**Run 1: routed metal per tile**

12 x 21 tiles, from dark blue (low) to red (high), scaled to the fullest tile. Values are wire area over tile area, all layers added.
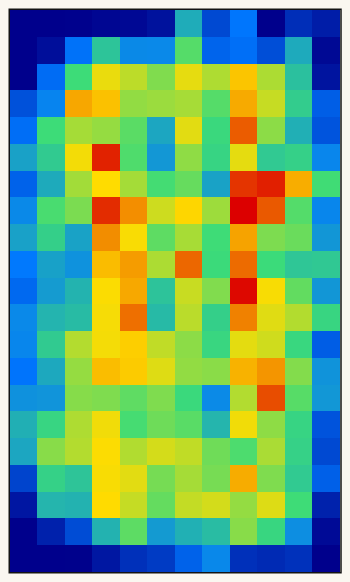
**Run 1: logic cells by family**

Bar = 20 µm.
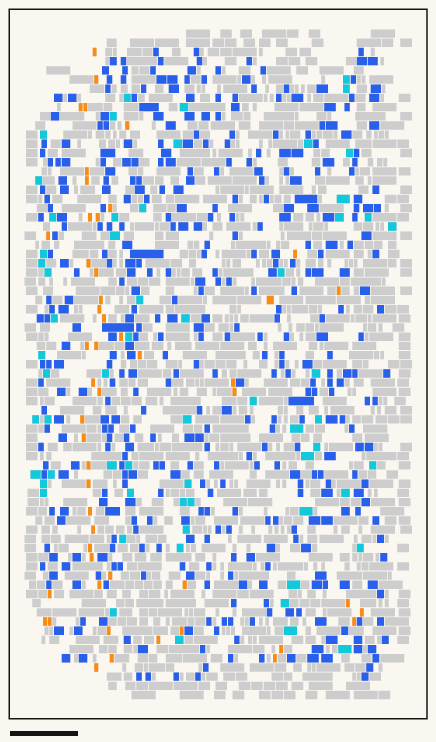
**Run 1: pin placement**

Pins as bars across the die edge, other pins in grey.
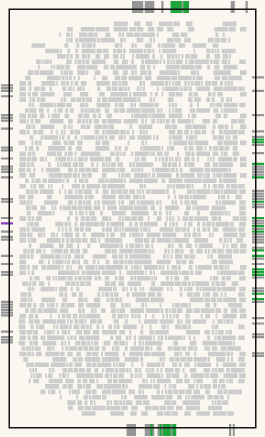
**Run 1: metal layers overlaid**

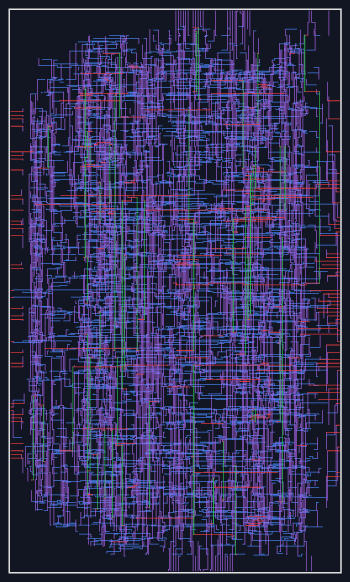
**config.mk**
```make
export PLATFORM = sky130hd
export DESIGN_NAME = seq_divider
export DESIGN_NICKNAME = d
export VERILOG_FILES = /design/src/rtl/seq_divider.sv
export SDC_FILE = /design/constraint.sdc
export NUM_CORES = 1
export LEC_CHECK = 0
export CORE_ASPECT_RATIO = 1.75
export CORE_MARGIN = 4
export CORE_UTILIZATION = 52
export DETAILED_ROUTE_END_ITERATION = 8
export HOLD_SLACK_MARGIN = 0.1
export PLACE_DENSITY_LB_ADDON = 0.05
export SYNTH_ARGS = -nofsm -noshare
export SYNTH_HDL_FRONTEND = slang
export SYNTH_SLANG_ARGS = --single-unit
```
**constraint.sdc**
```tcl
create_clock -name clk -period 2.88 [get_ports clk]
set_input_delay 0.432 -clock clk [delete_from_list [all_inputs] [get_ports clk]]
set_output_delay 0.432 -clock clk [all_outputs]
set_load 0.02 [all_outputs]
```
**src/rtl/seq_divider.sv**
```systemverilog
// seq_divider
//   Sequential radix-2 restoring integer divider. This is the responder side of
//   a start/done handshake. A request is accepted on an edge where start=1 and
//   the block is idle. The quotient, remainder and a divide-by-zero flag are
//   returned with a one-cycle done pulse. Each request selects signed
//   (two's-complement) or unsigned operation.
//
// Ports
//   clk           rising-edge clock
//   reset         synchronous, active-high; aborts any division in flight
//   dividendIn    dividend, sampled on the accepting edge
//   divisorIn     divisor, sampled on the accepting edge
//   sign          1 = signed, 0 = unsigned, sampled with the operands
//   start         request strobe, ignored while busy
//   quotientOut   registered quotient, held until the next result
//   remainderOut  registered remainder, held until the next result
//   error         divide-by-zero flag, held until the next result
//   done          one-cycle pulse when results are written
//   busy          high from the accepting edge until the edge that raises done
module seq_divider #(
  parameter int WIDTH = 32
) (
  input  logic             clk,
  input  logic             reset,
  input  logic [WIDTH-1:0] dividendIn,
  input  logic [WIDTH-1:0] divisorIn,
  input  logic             sign,
  input  logic             start,
  output logic [WIDTH-1:0] quotientOut,
  output logic [WIDTH-1:0] remainderOut,
  output logic             error,
  output logic             done,
  output logic             busy
);

  localparam int CW = $clog2(WIDTH);

  typedef enum logic [1:0] {IDLE, DIVIDE, FINISH} state_t;

  state_t           state;
  state_t           next_state;
  logic [CW-1:0]    count;
  logic [WIDTH-1:0] rem;
  logic [WIDTH-1:0] quo;
  logic [WIDTH-1:0] div_mag;
  logic [WIDTH-1:0] dividend_reg;
  logic             neg_q;
  logic             neg_r;
  logic             div_zero;
  logic [WIDTH-1:0] dvd_abs;
  logic [WIDTH-1:0] dvs_abs;
  logic [WIDTH:0]   trial;
  logic             in_zero;

  // Operand magnitudes. The most negative value maps to itself. Read as
  // unsigned, that is exactly its magnitude, so MIN / -1 wraps back to MIN
  // without any special case.
  assign dvd_abs = (sign && dividendIn[WIDTH-1]) ? -dividendIn : dividendIn;
  assign dvs_abs = (sign && divisorIn[WIDTH-1])  ? -divisorIn  : divisorIn;
  assign in_zero = (divisorIn == '0);

  // Trial subtraction on the shifted partial remainder. It is one bit wider
  // than the operands so that the borrow can be seen in the top bit.
  assign trial = {rem, quo[WIDTH-1]} - {1'b0, div_mag};

  assign busy = (state != IDLE);

  always_ff @(posedge clk) begin
    if (reset) begin
      state <= IDLE;
    end else begin
      state <= next_state;
    end
  end

  always_comb begin
    next_state = state;
    case (state)
      IDLE: begin
        if (start) begin
          next_state = in_zero ? FINISH : DIVIDE;
        end
      end
      DIVIDE: begin
        if (count == '0) begin
          next_state = FINISH;
        end
      end
      FINISH:  next_state = IDLE;
      default: next_state = IDLE;
    endcase
  end

  always_ff @(posedge clk) begin
    if (reset) begin
      quotientOut  <= '0;
      remainderOut <= '0;
      error        <= 1'b0;
      done         <= 1'b0;
      count        <= '0;
      rem          <= '0;
      quo          <= '0;
      div_mag      <= '0;
      dividend_reg <= '0;
      neg_q        <= 1'b0;
      neg_r        <= 1'b0;
      div_zero     <= 1'b0;
    end else begin
      done <= 1'b0;
      case (state)
        IDLE: begin
          if (start) begin
            dividend_reg <= dividendIn;
            div_zero     <= in_zero;
            neg_q        <= sign & (dividendIn[WIDTH-1] ^ divisorIn[WIDTH-1]);
            neg_r        <= sign & dividendIn[WIDTH-1];
            rem          <= '0;
            quo          <= dvd_abs;
            div_mag      <= dvs_abs;
            count        <= CW'(WIDTH - 1);
          end
        end
        DIVIDE: begin
          // The partial remainder always stays below div_mag, so a successful
          // trial difference fits back into WIDTH bits.
          if (!trial[WIDTH]) begin
            rem <= trial[WIDTH-1:0];
            quo <= {quo[WIDTH-2:0], 1'b1};
          end else begin
            rem <= {rem[WIDTH-2:0], quo[WIDTH-1]};
            quo <= {quo[WIDTH-2:0], 1'b0};
          end
          count <= count - 1'b1;
        end
        FINISH: begin
          done <= 1'b1;
          if (div_zero) begin
            quotientOut  <= '1;
            remainderOut <= dividend_reg;
            error        <= 1'b1;
          end else begin
            quotientOut  <= neg_q ? -quo : quo;
            remainderOut <= neg_r ? -rem : rem;
            error        <= 1'b0;
          end
        end
        default: ;
      endcase
    end
  end

endmodule

```
==> reports/results.tsv, run 1 <==
stage	metric	value	unit
outcome	status	finished with violations	
outcome	failing checks	setup timing	
pwr	Power per Cell Area	496	nW/µm²
pwr	Clk network pwr share	35.9	%
route	Vias	12073	
worst_hold_path	Hold Path Depth	2	
grt	initial antenna violation count	0	
worst_setup_path	WP depth	13	
worst_setup_path	CP arrival	3270	ps
cells_and_area	#MultiIn Comb	1211	
route	met2 WL	19200	µm
timing	max_slew headroom	51.3	%
cells_and_area	fraction of area in registers	26.4	%
pwr	Leak	6.04	nW
cells_and_area	flip-flop and latch area	4090	µm²
timing	Max Transition Viols Final	0	
synth	Multiplexer share	1.91	%
cells_and_area	combinational share of cell area	48.7	%
worst_setup_path	CP required	3270	ps
grt	largest net degree at the start of global routing	69	
cells_and_area	Final Instance Count excl. Fillers	2090	
route	first-pass detailed-route iteration total	7	
timing	clock skew	8.09	ps
clocking	root buf cell	clkbuf_16	
route	initial drt markers	895	
cells_and_area	Fillers	1913	
worst_setup_path	r2r endpoint	rem[1]	
cells_and_area	final core occ	67.9	%
route	DRC	0	
synth	Synth Register Bits	204	
floorplan	fp util	52.9	%
placement	hpwl dp	26500	µm
floorplan	die area	25800	µm²
clocking	worst skew pair latency	490	ps
cells_and_area	largest cell class by area	combinational gates	
timing	Final Setup Violations	1	
cells_and_area	layout cells sized above 1	13.0	%
synth	Ys Warns	0	
synth	Avg Inst Size Synth	7.72	µm²
synth	xor/xnor share	10.6	%
pwr	net switching power	2.26	mW
grt	busiest grt layer	met2	
pwr	maximum vdd drop	0.387	mV
timing	final worst slack	-1.16	ps
worst_hold_path	Hold Path Class	reg2reg	
grt	gr ovfl total	0	
-- 'routed metal per tile' (at the start) --
tiles over half the peak: 52%
mean over tiles: 0.22
nearly empty tiles: 5.6%
fullest tile: 0.46

-- 'logic cells by family' (at the start) --
legend:
  inverting AOI/OAI gates:
    colour: blue
    cells: 430
    most_used: a21oi_1
    where: widely spread
  inverters:
    colour: orange
    cells: 51
    most_used: inv_1
  AND and OR gates:
    colour: cyan
    cells: 61
    most_used: or3_1

-- 'pin placement' (at the start) --
legend:
  `dividendIn`:
    colour: green
    pins: 32
    direction: input
    edge: 15 right, 9 top, 8 bottom
  `reset`:
    colour: purple
    pins: 1
    direction: input
    edge: left

-- 'metal layers overlaid' (at the start) --
legend:
  met4:
    colour: green
    wire_length: 1,680 µm
  met3:
    colour: red
    wire_length: 1,510 µm
  met2:
    colour: purple
    wire_length: 19,200 µm
  met1:
    colour: blue
    wire_length: 12,900 µm

-- run 1: cells in the mapped netlist, drive strengths merged (16+ instances only) --
master  count
nand2     248
a21oi     133
o21ai     121
nor3       38
clkbuf     86
inv        51
o31ai      25
xnor2      65
a311oi     17
a211oi     36
a222oi     25
dfxtp     204
o22ai      16
xor2       81
mux2i      23
ha         38
nor2      144
or3        19
-- run 1: power groups by stage --
stage | sequential [mW] | clock, mW | combinational, mW
floorplan | 3.18 | 0 | 1.07
global placement | 3.18 | 0 | 1.67
detailed placement | 3.19 | 0 | 1.70
CTS | 3.12 | 2.80 | 1.75
global route | 3.15 | 2.89 | 1.96
finish | 3.13 | 2.76 | 1.80
**Run 1: clock routing**

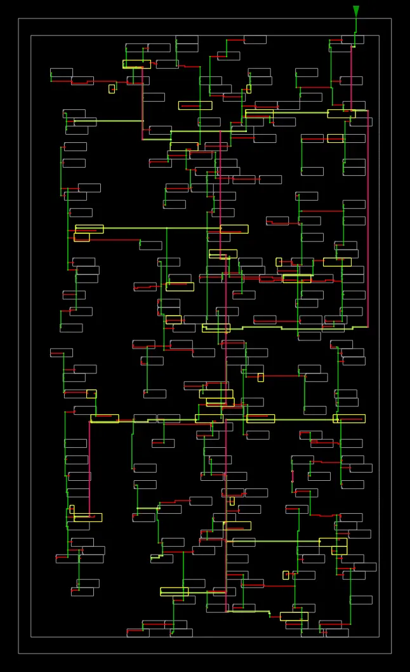

## Run 2: what changed since run 1
- SETUP_SLACK_MARGIN: unset -> 0.4
**Run 2: clock routing**

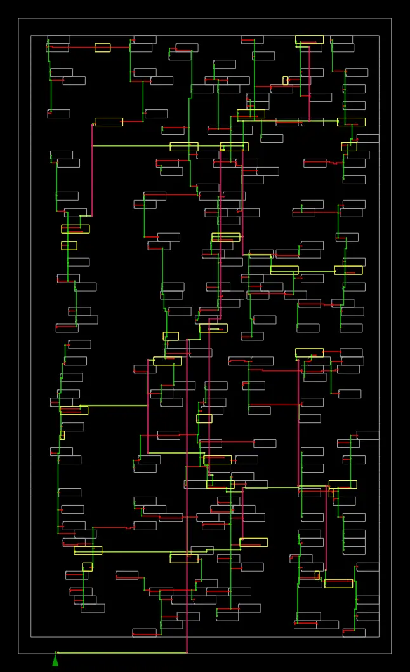
clock buf count: 30
clock skew: 18.9 ps
Sink Count: 204
clock-net power: 2.54 mW
flip-flops: 204

==> reports/results.tsv, run 2 <==
stage	metric	value	unit	change
worst_setup_path	WP depth	14		+1
cells_and_area	layout cells sized above 1	15.5	%	+2.5 points
worst_hold_path	hold endpoint	dividend_reg[0]		
synth	asr flop ratio synth	0	%	
synth	Synth Register Bits	204		unchanged
flow_run	max-cap viol count	0		
pwr	Power per Cell Area	475	nW/µm²	-4.2%
timing	FMAX	339	MHz	
timing	final worst slack	-66.7	ps	-65.5 ps
worst_setup_path	Reg2Reg Depth	14		
outcome	status	finished with violations		
synth	Ys Warns	0		unchanged
synth	Multiplexer share	1.91	%	unchanged
worst_hold_path	Hold Path Depth	4		+2
pwr	maximum vdd drop	0.338	mV	-13%
synth	Floorplan Nets	1672		
outcome	failing checks	setup timing		
clocking	root buf cell	clkbuf_16		
cells_and_area	Final Instance Count excl. Fillers	2091		+0.048%
cells_and_area	Commonest Layout Cell	nand2_1		
timing	Slew @ Worst Pin	987	ps	
timing	Final Setup Violations	24		+23
cells_and_area	Fillers	1973		+3.1%
synth	Adder Area Share	4.10	%	
worst_setup_path	critical path startpoint	quo[31]		
worst_setup_path	reg2reg start	quo[31]		
worst_setup_path	Worst setup SP type	flop		
synth	Synth top cells by count	nand2_1, dfxtp_1, nor2_1, a21oi_1, o21ai_0		
placement	RePlAce Congestion	0.913		
worst_setup_path	CP arrival	3310	ps	+40 ps
worst_setup_path	Worst Path Buf+Inv	4		
worst_setup_path	CP required	3240	ps	-30 ps
synth	Avg Inst Size Synth	7.72	µm²	unchanged
cells_and_area	final core occ	69.0	%	+1.1 points
timing	max_slew headroom	34.1	%	-17 points
clocking	worst skew pair latency	510	ps	+20 ps
floorplan	die area	25800	µm²	unchanged
grt	first-pass GRT wire length	56100	µm	
grt	largest net degree at the start of global routing	119		+72%
floorplan	die width	123	µm	
timing	worst hold margin	294	ps	
route	DRC	0		unchanged
placement	hpwl dp	26200	µm	-1.2%
route	Detailed Route WL	35200	µm	
grt	initial antenna violation count	0		unchanged
route	Vias/cell	5.70		
synth	cell with the most instances after synthesis	nand2_1		
pwr	Leak	6.14	nW	+1.7%
clocking	CTS tree	done		
synth	Seq share, synth	33.8	%	
route	first-pass detailed-route iteration total	6		-1
timing	unrepaired setup endpoints after global routing	yes		
route	Vias	11922		-1.3%
timing	crit share post-route	102	%	
cells_and_area	Layout area overhead	30.4	%	
synth	Simple-Gate Fraction of Synth Area	20.6	%	
synth	Synth top area share	33.8	%	
grt	gr ovfl total	0		unchanged
floorplan	fp util	52.9	%	unchanged
route	initial drt markers	774		-14%
floorplan	Die Ht	210	µm	
worst_hold_path	Hold Path Class	in2reg		
timing	Max Transition Viols Final	0		unchanged
synth	xor/xnor share	10.6	%	unchanged
worst_setup_path	r2r endpoint	rem[21]		
pwr	Total Power Consumption	7.48	mW	
run 2: cell counts after synthesis:
Identical to the previous run, type by type.
run 2: final cells by class:
class                      instances  area [µm²]  share of cell area, %
clock inverter                     1        8.76                 0.0556
clock buffer                      30         609                   3.87
inverter                          51         209                   1.33
tap                              300         375                   2.38
sequential                       204        4090                   26.0
timing repair buffer             294        2670                   16.9
multi-input combinational       1211        7780                   49.4
run 2: metal layers:
metal	track usage (%)	wire [µm]	vias to the layer above
met5	0	0	-
met4	11.7	1630	0
met3	1.91	1180	94
met2	51.6	19400	291
met1	28.4	13000	5517
li1	-	-	6020
run 2: report_power, final:
part           internal (mW)  total [mW]  switching, mW
Clock                   1.45        2.54           1.09
Combinational          0.820        1.81          0.991
Sequential              2.99        3.13          0.144
Total                   5.26        7.48           2.22
## Run 3: what changed since run 2
- SLEW_MARGIN: unset -> 20
**Run 3: clock routing**

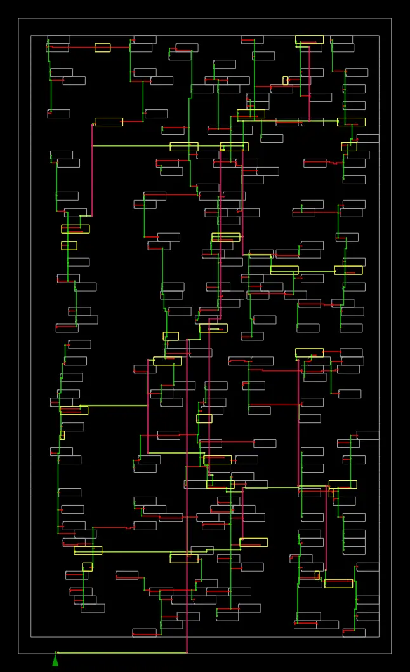
TritonCTS Buffers: 21
worst skew pair latency: 510 ps

==> reports/results.tsv, run 3 <==
stage	metric	value	unit	change
cells_and_area	clock-cell share of area	3.93	%	unchanged
timing	worst hold margin	294	ps	unchanged
clocking	Sink Count	204		unchanged
pwr	sequential fraction of design power	41.9	%	about the same
placement	hpwl dp	26200	µm	unchanged
route	Vias	11922		unchanged
cells_and_area	footprint of the multi-input gates	7780	µm²	unchanged
cells_and_area	nonclk buf count	294		unchanged
clocking	root buf cell	clkbuf_16		
timing	Max Transition Viols Final	0		unchanged
synth	Synth top area share	33.8	%	unchanged
route	first-pass detailed-route iteration total	6		unchanged
worst_setup_path	Worst setup SP type	flop		
worst_setup_path	critical path startpoint	quo[31]		
worst_setup_path	reg2reg start	quo[31]		
synth	Seq share, synth	33.8	%	unchanged
timing	Final Setup Violations	24		unchanged
pwr	Combinational Power	1.81	mW	about the same
cells_and_area	clock buf count	30		unchanged
synth	Floorplan Nets	1672		unchanged
route	Detailed Route WL	35200	µm	unchanged
placement	RePlAce Congestion	0.913		unchanged
cells_and_area	Commonest Layout Cell	nand2_1		
timing	clock skew	18.9	ps	unchanged
pwr	P_int	5.26	mW	unchanged
pwr	Leak	6.14	nW	unchanged
floorplan	die area	25800	µm²	unchanged
cells_and_area	Non-clock inverters	51		unchanged
synth	Avg Inst Size Synth	7.72	µm²	unchanged
worst_hold_path	Hold Path Class	in2reg		
cells_and_area	#MultiIn Comb	1211		unchanged
cells_and_area	layout cells sized above 1	15.5	%	unchanged
pwr	net switching power	2.22	mW	unchanged
pwr	clock-net power	2.54	mW	about the same
worst_setup_path	WP depth	14		unchanged
grt	gr ovfl total	0		unchanged
route	DRC	0		unchanged
cells_and_area	final core occ	69.0	%	unchanged
route	Vias/cell	5.70		unchanged
synth	Ys Warns	0		unchanged
worst_hold_path	Hold Path Depth	4		unchanged
worst_setup_path	r2r endpoint	rem[21]		
cells_and_area	Layout area overhead	30.4	%	unchanged
pwr	Power per Cell Area	475	nW/µm²	unchanged
pwr	sw frac	29.7	%	unchanged
cells_and_area	flip-flops	204		unchanged
synth	asr flop ratio synth	0	%	unchanged
worst_setup_path	CP required	3240	ps	about the same
cells_and_area	fraction of area in registers	26.0	%	unchanged
pwr	highest-power group	registers		
floorplan	fp util	52.9	%	unchanged
worst_setup_path	Reg2Reg Depth	14		unchanged
pwr	Clk network pwr share	33.9	%	about the same
cells_and_area	Layout non-clock buf frac	16.9	%	unchanged
timing	max_slew headroom	34.1	%	unchanged
timing	unrepaired setup endpoints after global routing	yes		
floorplan	die width	123	µm	unchanged
route	initial drt markers	774		unchanged
synth	cell with the most instances after synthesis	nand2_1		
timing	final worst slack	-66.7	ps	unchanged
clocking	CTS tree	done		
outcome	status	finished with violations		
grt	initial antenna violation count	0		unchanged
pwr	Seq power	3.13	mW	about the same
outcome	failing checks	setup timing		
synth	Synth Register Bits	204		unchanged
cells_and_area	Fillers	1973		unchanged
pwr	maximum vdd drop	0.338	mV	unchanged
grt	largest net degree at the start of global routing	119		unchanged
cells_and_area	flip-flop and latch area	4090	µm²	unchanged
[run 3: cell counts in the layout (fill, tap and decap cells not counted)]
No cell type changed its count.
[run 3: layer usage]
| layer | GRT usage (%) | vias up | wire length (µm) |
|---|---|---|---|
| met2 | 51.6 | 291 | 19400 |
| met4 | 11.7 | 0 | 1630 |
| met5 | 0 | - | 0 |
| met3 | 1.91 | 94 | 1180 |
| li1 | - | 6020 | - |
| met1 | 28.4 | 5517 | 13000 |
[run 3: logic make-up (layout without fill, tap and decap cells)]
group	after synthesis	count (layout)	share of synthesized area (%)
AND-OR/OR-AND	455	455	24.3
XOR/XNOR	146	146	10.6
adder cells (fa/ha/maj)	39	39	4.10
buffers and inverters	150	376	4.76
flip-flops	204	204	33.8
multiplexers	23	23	1.91
AND/OR/NAND/NOR	548	548	20.6
No activity file was given, so power comes from the tool's default toggle rates.
